Fig. 1: run 1, wire density map
Scale: 3 px per um. The die is cut into 24 by 24 equal tiles; black is low, pale yellow is high, scaled to the fullest tile. Values are wire area over tile area, all layers added.
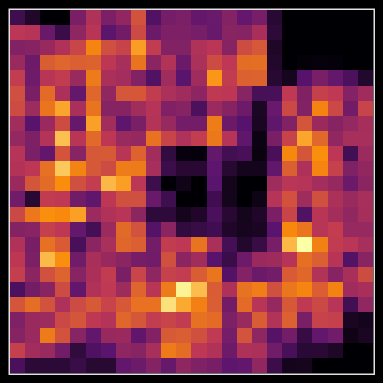
Fig. 2: run 1, clock routing
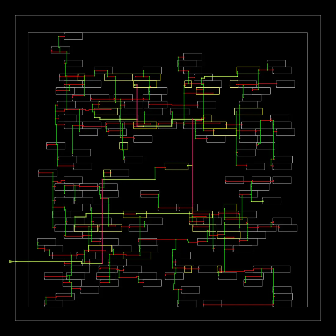
Fig. 3: run 1, met3 routing
Scale: 4 px per um.
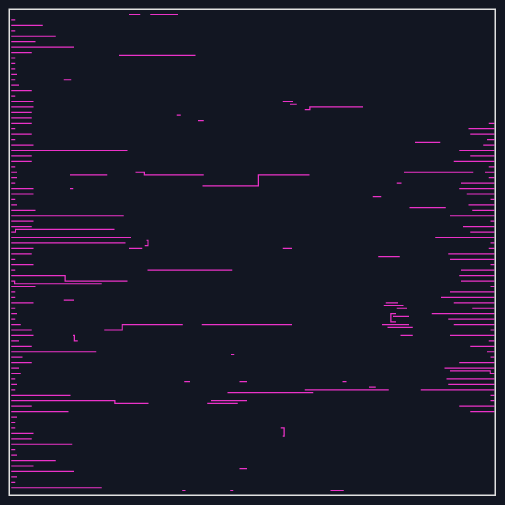
Fig. 4: run 1, register map, names as in the netlist
Scale: 3 px per um. Other sequential cells in the stronger gray, the rest of the logic in the fainter gray.
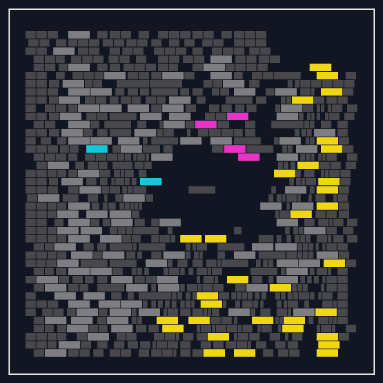
==> config.mk <==
export PLATFORM = sky130hd
export DESIGN_NAME = mem_port_arbiter
export DESIGN_NICKNAME = d
export VERILOG_FILES = /design/src/rtl/mem_port_arbiter_pkg.sv /design/src/rtl/wait_counter.sv /design/src/rtl/mem_port_arbiter.sv
export SDC_FILE = /design/constraint.sdc
export NUM_CORES = 1
export LEC_CHECK = 0
export ABC_CLOCK_PERIOD_IN_PS = 4000
export CAP_MARGIN = 20
export CORE_MARGIN = 5
export CORE_UTILIZATION = 43
export DETAILED_ROUTE_END_ITERATION = 7
export MAX_ROUTING_LAYER = met4
export PLACE_DENSITY = 0.91
export SYNTH_ARGS = -nofsm -noshare
export SYNTH_HDL_FRONTEND = slang
export SYNTH_SLANG_ARGS = --single-unit
==> constraint.sdc <==
create_clock -name clk -period 4 [get_ports clk]
set_input_delay 1 -clock clk [delete_from_list [all_inputs] [get_ports clk]]
set_output_delay 1 -clock clk [all_outputs]
set_load 0.02 [all_outputs]
==> results.txt, run 1 <==
run metrics: dominant register cell in the synthesized netlist=sky130_fd_sc_hd__dfxtp_1, worst slack at placement=0.969 ns, design internal power=3.01 mW, clock-pin slew reported for the worst setup and hold paths after clock tree synthesis=0.06 ns, area of the chip=14700 um^2, sequential-to-total area share from yosys stat=53.1%, share of synthesized cell area in and-or and or-and compound cells=19.3%, core outline area=12100 um^2, worst IR drop on VDD=0.303 mV, net count reported at finish=919, multi-input combinational cell count=331, root buffer selected by CTS=sky130_fd_sc_hd__clkbuf_16, yosys cell count=526, crit-path cells=nand2b_1 > inv_1 > and2_1 > clkdlybuf4s50_1, Crit. path cell count=4, top cells, area=sky130_fd_sc_hd__dfxtp_1 53%, sky130_fd_sc_hd__mux2i_1 12%, sky130_fd_sc_hd__a22o_1 5.4%, highest routed layer=met4, Synth logic family=AND-OR/OR-AND gates, Data buffer area share=32.1%, result of the run=completed, final critical-path share of the clock period=82.7%, number of ordinary inverters in the final layout=7, global-route wire length before repair=26900 um, diodes inserted=1, fraction of registers with async set or reset after synthesis=0%, hold-fix buffer count after cts=0
Back to the opening pictures, Fig. 1:
The emptiest ninth of the die: north-east. The mean over all tiles is 0.19. The fullest tile reaches 0.49. 32% of the tiles are over half the peak.
all-layer global routing usage: 23.7%
total wire length: 17500 um
number of vias after detailed routing: 5052
wire per inst: 18.2 um

Back to the opening pictures, Fig. 2:
number of sequential cells: 141
clk sink count: 141
largest clock skew in the final design: 0.00679 ns

Back to the opening pictures, Fig. 3:
The wires run mostly horizontal. The longest straight run is 29.7 um. 171 nets have wire on it.
met3 Usage GRT: 6.95%

Back to the opening pictures, Fig. 4:
Magenta shows mem_be, flops 4. Yellow shows ls_rdata, flops 32. Cyan shows state, flops 2.
Another 103 sequential cells are not colored.
Power Sequential: 1.60 mW
register area: 2820 um^2

## Run 2: what changed since run 1
ABC_CLOCK_PERIOD_IN_PS = 3200   (was 4000)
CORE_UTILIZATION = 40   (was 43)
PLACE_DENSITY = 0.86   (was 0.91)
clock period = 3.2 ns   (was 4 ns; I/O delays follow)
==> results.txt, run 2 <==
run metrics: result of the run=completed, fraction of registers with async set or reset after synthesis=0%, hold-fix buffer count after cts=0, top cells, area=sky130_fd_sc_hd__dfxtp_1 53%, sky130_fd_sc_hd__mux2i_1 12%, sky130_fd_sc_hd__a22o_1 5.4%, Critical Path RT=2.40 ns, net count reported at finish=922, final critical-path share of the clock period=88.6%, dominant register cell in the synthesized netlist=sky130_fd_sc_hd__dfxtp_1, worst rel slew slack=47.3%, number of sequential cells=141, worst slack at placement=0.687 ns, number of ordinary inverters in the final layout=7, count of pins over their slew limit=0, clk sink count=141, xor/xnor cell area share of the yosys netlist=0%, core outline area=13100 um^2, share of synthesized cell area in and-or and or-and compound cells=19.3%, met3 Usage GRT=5.33%, clock-pin slew reported for the worst setup and hold paths after clock tree synthesis=0.06 ns, most instantiated logic cells after routing=273 x sky130_fd_sc_hd__clkdlybuf4s50_1, 141 x sky130_fd_sc_hd__dfxtp_1, 65 x sky130_fd_sc_hd__nand2_1, 64 x sky130_fd_sc_hd__mux2i_1, 35 x sky130_fd_sc_hd__nand3_1, sequential-to-total area share from yosys stat=53.1%, Crit. path cell count=4, most instantiated logic cell after routing=sky130_fd_sc_hd__clkdlybuf4s50_1, ranking of synthesized cells by instance count=141 x sky130_fd_sc_hd__dfxtp_1, 65 x sky130_fd_sc_hd__nand2_1, 64 x sky130_fd_sc_hd__mux2i_1, Simple-Gate Fraction of Synth Area=10.7%, area of the chip=15700 um^2, met2 routed wirelength=8830 um, highest routed layer=met4, total wire length=17500 um, register area=2820 um^2, diodes inserted=0, Crit path buffers/inverters=3, Synth logic family=AND-OR/OR-AND gates, multi-input combinational cell count=331, Data buffer area share=32.4%, yosys cell count=526, Pwr top=registers, crit-path cells=nand2b_1 > inv_1 > buf_4 > clkdlybuf4s50_1, static leakage=3.28 nW, global-route wire length before repair=27400 um, root buffer selected by CTS=sky130_fd_sc_hd__clkbuf_16
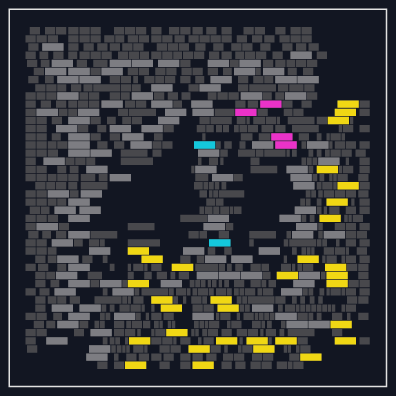
Fig. 5. Register map, names as in the netlist (run 2).
Scale: 3 px per um. Other sequential cells in the stronger gray, the rest of the logic in the fainter gray.
Magenta shows mem_be, flops 4. Yellow shows ls_rdata, flops 32. Cyan shows state, flops 2.
Another 103 sequential cells are not colored.
Power Sequential: 1.99 mW
register fraction of the total cell area: 32.1%
Post-Route Utilization: 67.0%

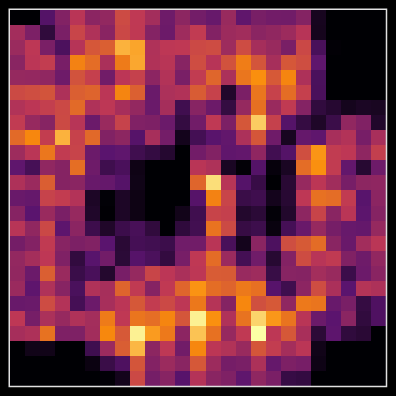
Fig. 6. Wire density map (run 2).
Scale: 3 px per um. The die is cut into 25 by 25 equal tiles; black is low, pale yellow is high, scaled to the fullest tile. Values are wire area over tile area, all layers added.
The densest ninth of the die: south. The fullest tile reaches 0.50. 26% of the tiles are over half the peak. 12% of the tiles are nearly empty. The mean over all tiles is 0.18.
wire per inst: 18.0 um
all-layer global routing usage: 22.4%

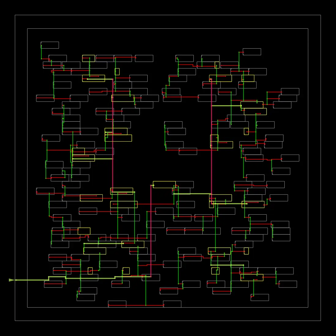
Fig. 7. Clock routing (run 2).
largest clock skew in the final design: 0.00848 ns
reported clock group power: 1.94 mW
clk_lat worst skew: 0.41 ns
Inserted Clock Buffers: 17

Power figures rest on the tool's default switching activity, not on a simulated workload.
